[src/rtl/cache_pkg.sv]
// Shared types, constants and PC field helpers for the direct-mapped instruction cache.
package cache_pkg;

  localparam int          DEF_NUM_LINES  = 4;
  localparam int          DEF_LINE_WORDS = 4;
  localparam logic [31:0] NOP_INST       = 32'h0000_0013;

  typedef enum logic [1:0] {
    IDLE = 2'd0,
    REQ  = 2'd1,
    FILL = 2'd2
  } icache_state_t;

  function automatic logic [31:0] pc_word(input logic [31:0] pc, input int word_bits);
    return (pc >> 2) & ((32'd1 << word_bits) - 32'd1);
  endfunction

  function automatic logic [31:0] pc_index(input logic [31:0] pc, input int word_bits,
                                           input int index_bits);
    return (pc >> (2 + word_bits)) & ((32'd1 << index_bits) - 32'd1);
  endfunction

  function automatic logic [31:0] pc_tag(input logic [31:0] pc, input int word_bits,
                                         input int index_bits);
    return pc >> (2 + word_bits + index_bits);
  endfunction

endpackage

[src/rtl/icache_array.sv]
// Tag, valid and line storage: asynchronous read by index, synchronous single-line write.
module icache_array
  import cache_pkg::*;
#(
  parameter int NUM_LINES  = DEF_NUM_LINES,
  parameter int LINE_WORDS = DEF_LINE_WORDS,
  parameter int INDEX_BITS = $clog2(NUM_LINES),
  parameter int TAG_BITS   = 30 - $clog2(LINE_WORDS) - $clog2(NUM_LINES)
) (
  input  logic                     clk,
  input  logic                     reset,
  input  logic [INDEX_BITS-1:0]    rd_index,
  output logic [TAG_BITS-1:0]      rd_tag,
  output logic                     rd_valid,
  output logic [32*LINE_WORDS-1:0] rd_line,
  input  logic                     we,
  input  logic [INDEX_BITS-1:0]    wr_index,
  input  logic [TAG_BITS-1:0]      wr_tag,
  input  logic [32*LINE_WORDS-1:0] wr_line
);

  logic [NUM_LINES-1:0]     valid_r;
  logic [TAG_BITS-1:0]      tag_r  [NUM_LINES];
  logic [32*LINE_WORDS-1:0] data_r [NUM_LINES];

  // Valid bits: the only state cleared by reset, so a stale fill can never be hit.
  always_ff @(posedge clk) begin
    if (reset) begin
      valid_r <= '0;
    end else if (we) begin
      valid_r[wr_index] <= 1'b1;
    end
  end

  // Tag and data payload, written only by a refill.
  always_ff @(posedge clk) begin
    if (we) begin
      tag_r[wr_index]  <= wr_tag;
      data_r[wr_index] <= wr_line;
    end
  end

  // Combinational read port.
  always_comb begin
    rd_valid = valid_r[rd_index];
    rd_tag   = tag_r[rd_index];
    rd_line  = data_r[rd_index];
  end

endmodule

[src/rtl/instruction_cache.sv]
// Direct-mapped read-only instruction cache: same-cycle hits, stall and full-line refill on miss.
module instruction_cache
  import cache_pkg::*;
#(
  parameter int NUM_LINES  = DEF_NUM_LINES,
  parameter int LINE_WORDS = DEF_LINE_WORDS
) (
  input  logic                     clk,
  input  logic                     reset,
  input  logic                     in_req,
  input  logic [31:0]              in_pc,
  output logic [31:0]              out_inst,
  output logic                     out_valid,
  output logic                     out_stall,
  output logic                     mem_req,
  output logic [31:0]              mem_addr,
  input  logic                     mem_ready,
  input  logic [32*LINE_WORDS-1:0] mem_rdata
);

  localparam int WORD_BITS  = $clog2(LINE_WORDS);
  localparam int INDEX_BITS = $clog2(NUM_LINES);
  localparam int TAG_BITS   = 30 - WORD_BITS - INDEX_BITS;
  localparam int OFF_BITS   = 2 + WORD_BITS;

  icache_state_t            state_r, state_next_s;
  logic [31:0]              miss_addr_r;
  logic [32*LINE_WORDS-1:0] line_r;

  logic [WORD_BITS-1:0]     word_s;
  logic [INDEX_BITS-1:0]    index_s, rd_index_s, wr_index_s;
  logic [TAG_BITS-1:0]      tag_s, rd_tag_s, wr_tag_s;
  logic                     rd_valid_s, hit_s, miss_start_s, capture_s, we_s;
  logic [32*LINE_WORDS-1:0] rd_line_s;

  // Split the fetch PC and the pending miss address into cache fields.
  always_comb begin
    word_s     = WORD_BITS'(pc_word(in_pc, WORD_BITS));
    index_s    = INDEX_BITS'(pc_index(in_pc, WORD_BITS, INDEX_BITS));
    tag_s      = TAG_BITS'(pc_tag(in_pc, WORD_BITS, INDEX_BITS));
    rd_index_s = index_s;
    wr_index_s = INDEX_BITS'(pc_index(miss_addr_r, WORD_BITS, INDEX_BITS));
    wr_tag_s   = TAG_BITS'(pc_tag(miss_addr_r, WORD_BITS, INDEX_BITS));
  end

  icache_array #(
    .NUM_LINES  (NUM_LINES),
    .LINE_WORDS (LINE_WORDS),
    .INDEX_BITS (INDEX_BITS),
    .TAG_BITS   (TAG_BITS)
  ) u_array (
    .clk      (clk),
    .reset    (reset),
    .rd_index (rd_index_s),
    .rd_tag   (rd_tag_s),
    .rd_valid (rd_valid_s),
    .rd_line  (rd_line_s),
    .we       (we_s),
    .wr_index (wr_index_s),
    .wr_tag   (wr_tag_s),
    .wr_line  (line_r)
  );

  // Hits are only served from IDLE; during a refill every request stalls.
  always_comb begin
    hit_s     = in_req && (state_r == IDLE) && rd_valid_s && (rd_tag_s == tag_s);
    out_valid = hit_s;
    out_stall = in_req && !hit_s;
    if (hit_s) begin
      out_inst = rd_line_s[{word_s, 5'd0} +: 32];
    end else begin
      out_inst = NOP_INST;
    end
  end

  // Refill FSM next-state and memory-side outputs.
  always_comb begin
    state_next_s = state_r;
    miss_start_s = 1'b0;
    capture_s    = 1'b0;
    we_s         = 1'b0;
    mem_req      = 1'b0;
    mem_addr     = 32'd0;
    case (state_r)
      IDLE: begin
        if (in_req && !hit_s) begin
          miss_start_s = 1'b1;
          state_next_s = REQ;
        end else begin
          state_next_s = IDLE;
        end
      end
      REQ: begin
        mem_req  = 1'b1;
        mem_addr = miss_addr_r;
        if (mem_ready) begin
          capture_s    = 1'b1;
          state_next_s = FILL;
        end else begin
          state_next_s = REQ;
        end
      end
      FILL: begin
        we_s         = 1'b1;
        state_next_s = IDLE;
      end
      default: begin
        state_next_s = IDLE;
      end
    endcase
  end

  // State, line-aligned miss address and captured refill line.
  always_ff @(posedge clk) begin
    if (reset) begin
      state_r     <= IDLE;
      miss_addr_r <= 32'd0;
      line_r      <= '0;
    end else begin
      state_r <= state_next_s;
      if (miss_start_s) begin
        miss_addr_r <= {in_pc[31:OFF_BITS], {OFF_BITS{1'b0}}};
      end
      if (capture_s) begin
        line_r <= mem_rdata;
      end
    end
  end

endmodule
[config.mk]
export PLATFORM = sky130hd
export DESIGN_NAME = instruction_cache
export DESIGN_NICKNAME = d
export VERILOG_FILES = /design/src/rtl/cache_pkg.sv /design/src/rtl/icache_array.sv /design/src/rtl/instruction_cache.sv
export SDC_FILE = /design/constraint.sdc
export NUM_CORES = 1
export LEC_CHECK = 0
export ABC_AREA = 1
export ABC_CLOCK_PERIOD_IN_PS = 7800
export CAP_MARGIN = 20
export CORE_UTILIZATION = 47
export CTS_BUF_LIST = sky130_fd_sc_hd__clkbuf_16
export CTS_CLUSTER_DIAMETER = 40
export DETAILED_ROUTE_END_ITERATION = 6
export PLACE_DENSITY = 0.62
export SLEW_MARGIN = 30
export SYNTH_ARGS = -nofsm -noshare
export SYNTH_HDL_FRONTEND = slang
export SYNTH_HIERARCHICAL = 1
export SYNTH_SLANG_ARGS = --single-unit
export TNS_END_PERCENT = 1
[constraint.sdc]
create_clock -name clk -period 7.8 [get_ports clk]
set_clock_uncertainty 0.1 [all_clocks]
set_input_delay 1.17 -clock clk [delete_from_list [all_inputs] [get_ports clk]]
set_output_delay 1.17 -clock clk [all_outputs]
set_load 0.005 [all_outputs]
Metal layers overlaid:
Two of the layers only.
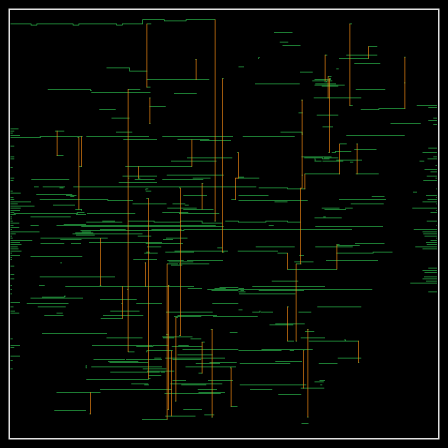
colour	layer	wire length
green	metal 3	5890 um
orange	metal 4	1800 um
detailed-route wire length: 88500 um
global-route usage over all layers: 23.9%

Congestion heat map:
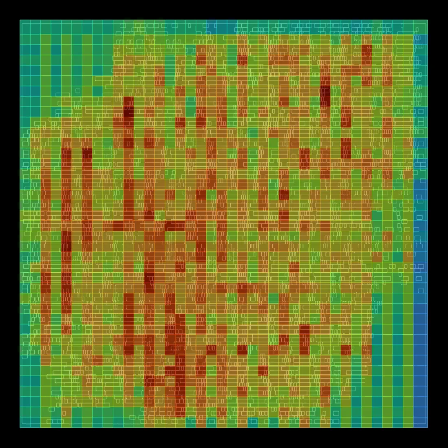
GR Util met3: 3.71%
average wire length per cell after detail routing: 18.3 um
final core area utilization: 56.1%
Global Route met2 Usage: 37.9%

Pin map:
Pins as bars across the die edge, other pins in grey.
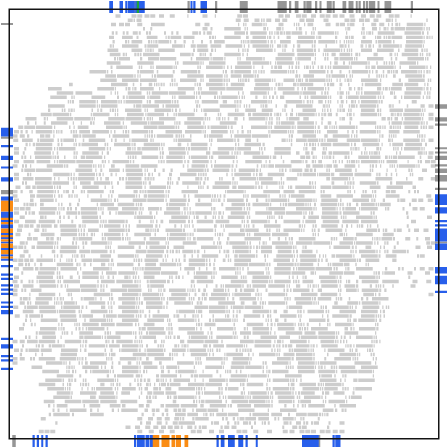
colour	port	pins	direction	edge
blue	mem_rdata	128	input	41 bottom, 40 left, 27 right, 20 top
green	out_stall	1	output	top
orange	out_inst	32	output	16 left, 16 bottom
all pins by edge	67 top, 60 left, 60 bottom, 44 right
input/output buffers: 224
die boundary width: 272 um
height of the die: 272 um

Routed clock nets over the placement:
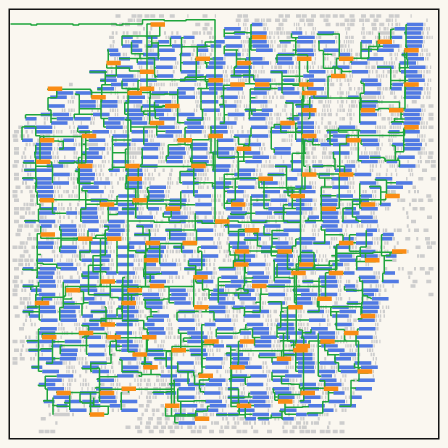
[orange] clock drivers | count: 109
[blue] flip-flops | count: 778
[green] clock wires | length: 9110 um
flops lie	spread over the die
clock power share: 47.5%
insertion delay of the later-clocked pin in the worst-skew pair: 0.65 ns
power consumed by the clock network: 4.73 mW

==> notes.md <==
Implementation summary

For this run, the register share of the synthesized area comes to between 60% and 70%. The first-iteration detailed-routing DRC count is about 2200. The CTS tree is built.

The highest clock frequency the design can meet is approximately 0.16 GHz. The most numerous cell type found on the critical path is nand2_1. The sum of internal, switching and leakage power is approximately 10 mW. After detailed routing, the number of remaining DRC violations is 0. The worst register-to-register path has a setup slack of 4.60 ns. Looking at the hold checks, the worst path lands on u_array/valid_r[1].

The count of nets left with antenna violations once routing finished came out at 0. The critical path in this run is classified as in -> out. The met1 layer usage reported by global route is 33.8%. The most area-hungry cell type in the Yosys netlist is edfxtp_1. Per the final layout report, the fraction of cells sized above drive strength 1 comes to 7.23%. The net switching power in the latest report is between 2 and 2.5 mW.

The start point of the critical path is in_pc[4]. The startpoint of the worst register-to-register path is u_array/tag_r[0][18]. The synthesized instance count is between 3000 and 4000. The category of the worst setup path launch point is an input port. The number of logic stages on the critical path including buffering is 13. The last timing report of the flow puts the setup violation total at 0. The busiest layer in global routing is met2.

The wire length on met1 is approximately 40000 um. By count the netlist is led by nand2_1, inv_1, edfxtp_1. The via count normalized by instance count is roughly 5.0. According to the timing report, the data required time at the worst endpoint equals about 6.5 ns. The number of top-level pins is 231.

Detailed routing placed a total of 41200 um of wire on met2. Post-synth the commonest register cell is edfxtp_1. Per the synthesis report, the single largest cell type by area occupies 54.1% of cell area. In the post-synthesis netlist, the biggest area contributors are edfxtp_1, nand2_1, dfxtp_1, inv_1, nand3_1.

The post-synthesis sequential element count is 778. The worst register-to-register path ends at miss_addr_r[28]. The static leakage power is between 15 and 20 nW. The critical path arrival is between 4 and 5 ns. The flow ran to the end, and the final reports show no timing, DRC or antenna violations. The type of the worst min-delay path is reg -> reg.

The CTS buffer count is approximately 110. The maximum buffer depth of the clock tree is 3. In the synthesis report, Yosys lists the chip area as around 34000 um2. The count of warnings emitted by yosys is 6.

Post-CTS repair ended up resizing 0 cells. Excluding fillers, the count of instances in the completed layout stands at between 4000 and 5000. The internal power consumption is ~7.6 mW. The largest delay contributor family on the critical path is buffers and inverters. The last weighted congestion value of the routability-driven placer is between 0.8 and 0.9. The via count of the first global-routing pass is 22580.

The cell area that synthesis handed to floorplanning was 34200 um2. The register with the most flip-flops in the layout has between 500 and 600 of them. The total power divided by cell area is approximately 250 nW/um2.

The area of the core region is a little over 70000 um2. The first global-routing pass estimated 134000 um of wire. The post-cts hold buffer count is 0. In the Yosys stats the netlist draws on 34 distinct library cells. The worst setup path is captured at a primary output.

The startpoint of the worst hold path is u_array/valid_r[1]. The cell with the most instances after synthesis is nand2_1. Setup repair after global routing left no endpoint under its margin. Entering global routing, the biggest net connects between 100 and 150 pins. The total die area is 73800 um2. The net count of the finished layout is roughly 4000.

Setup slack on the critical path of the routed design comes to ~1.7 ns. The number of iterations in the first detailed-routing pass is 5. The cell sitting at the root of the clock tree is a clkbuf_16. The post-placement cell count is 4630. The aggregate global routing overflow is 0. The delay of the slowest cell on the worst path is 0.63 ns. The worst register-to-register path has a depth of 13. Hold timing on the final database bottoms out at a slack of around 0.36 ns.

The sequential share of power is 46.1%. The register with the highest flop count is u_array/data_r. The per-instance average area after synthesis is around 9.4 um2.

Clock tree synthesis found a total of 778 sinks. The switching part of the total power is between 20% and 30%. The proportion of register bits with asynchronous set or reset after synthesis is 0%. The post-layout instance area is 40300 um2. The tool flagged a number of max-cap violations equal to 0. After floorplanning, the core was divided into between 90 and 100 placement rows.

The number of setup buffers added after CTS is 0. The detailed router placed roughly 24000 vias in this run. The final setup TNS is 0 ns. The capturing element of the worst setup path is out_stall. Max fanout on the critical path was recorded as about 150. The number of slew-limit violations in the final report is 0. The number of antenna violations at the first check in global routing is 3.

Signal nets in the final route climb as high as met4. Among all stages on the critical path, the largest delay is contributed by buf_8. The final critical delay including setup and external delays is around 6 ns. The antenna diode count is 0. Listed in order, past its start point the critical path passes buf_8, inv_8, nand2_1, nand3_1, nand2_1, xor2_1, a21oi_1, and3b_1, nand3b_1, buf_4, nor2_4, nor2_1, clkdlybuf4s50_1. The synth_stat.txt file lists the number of cells as 3627. The number of flops mapped to enable cells by yosys is between 600 and 700.

The routed wire length on met3 is just under 6000 um. The pin slew with the least headroom to its limit is 1.00 ns. The timing report notes that buffer and inverter cells on the critical path total 4. The total half-perimeter wirelength after legalization and detailed placement is 52100 um. The combinational fraction of design power is approximately 6.4%. The level count of the clock H-tree is 3. The registers reported with the highest flop counts are u_array/data_r: 512 flops, line_r: 128 flops, u_array/tag_r: 104 flops. The cell depth of the worst min-delay path is 2. Across the VDD grid, the largest voltage drop is about 0.14 mV. Counting endpoints that fail hold in the final report gives 0. The post-detailed-placement cell area is between 30000 and 40000 um2. The clock slew at the register clock pins of the worst setup and hold paths is around 0.050 ns. The worst slew margin relative to its limit is between 30% and 40%. The stage-log warning count is 32.

Once the floorplan was initialized, standard cells occupied roughly 48% of the core. The final clock period utilization by the worst path is about four fifths. The worst slack at placement is 1.50 ns. The post-synthesis to final-layout area growth is 17.8%.
## power by group through the flow
| stage | combinational (mW) | sequential, mW | clock [mW] |
|---|---|---|---|
| 2_1_floorplan | 0.392 | 4.66 | 0 |
| 3_3_place_gp | 0.635 | 4.67 | 0 |
| 3_5_place_dp | 0.639 | 4.67 | 0 |
| 4_1_cts | 0.643 | 4.59 | 4.79 |
| 5_1_grt | 0.700 | 4.60 | 4.98 |
| 6_report | 0.640 | 4.59 | 4.73 |
## cell families after synthesis
kind of cell / count (synthesis) / share of synthesized area [%]
flip-flops: 778 / 63.6
buffers and inverters: 933 / 11.6
XOR/XNOR: 17 / 0.436
AND/OR/NAND/NOR: 1666 / 20.8
other: 1 / 0.0110
AND-OR/OR-AND: 232 / 3.52
## layout make-up
class / instances / area (um2)
multi-input combinational: 1919 / 8490
clock buffer: 110 / 2750
fill: 6205 / 31500
sequential: 778 / 21700
tap: 950 / 1190
clock inverter: 96 / 820
timing repair buffer: 257 / 2510
inverter: 727 / 2760
## cell usage in the layout, fill, tap and decap left out, types with 6 or more instances in the layout
cell / synthesis / final
nand3_1: 446 / 446
clkinv_2: 0 / 17
inv_6: 0 / 26
clkinv_1: 1 / 9
xnor2_1: 14 / 14
inv_2: 12 / 13
edfxtp_1: 616 / 616
nor2_2: 21 / 21
clkinv_4: 0 / 16
o22ai_1: 30 / 30
clkbuf_16: 0 / 110
clkdlybuf4s50_1: 0 / 219
a21oi_1: 135 / 135
dfxtp_1: 162 / 162
buf_4: 36 / 31
clkinvlp_4: 0 / 9
nand2_1: 997 / 996
bufinv_16: 0 / 6
nor3b_1: 29 / 29
o21ai_0: 66 / 66
inv_1: 713 / 718
nor2_1: 121 / 121
nand2_2: 11 / 11
nand4_1: 31 / 31
Power figures rest on the tool's default switching activity, not on a simulated workload.
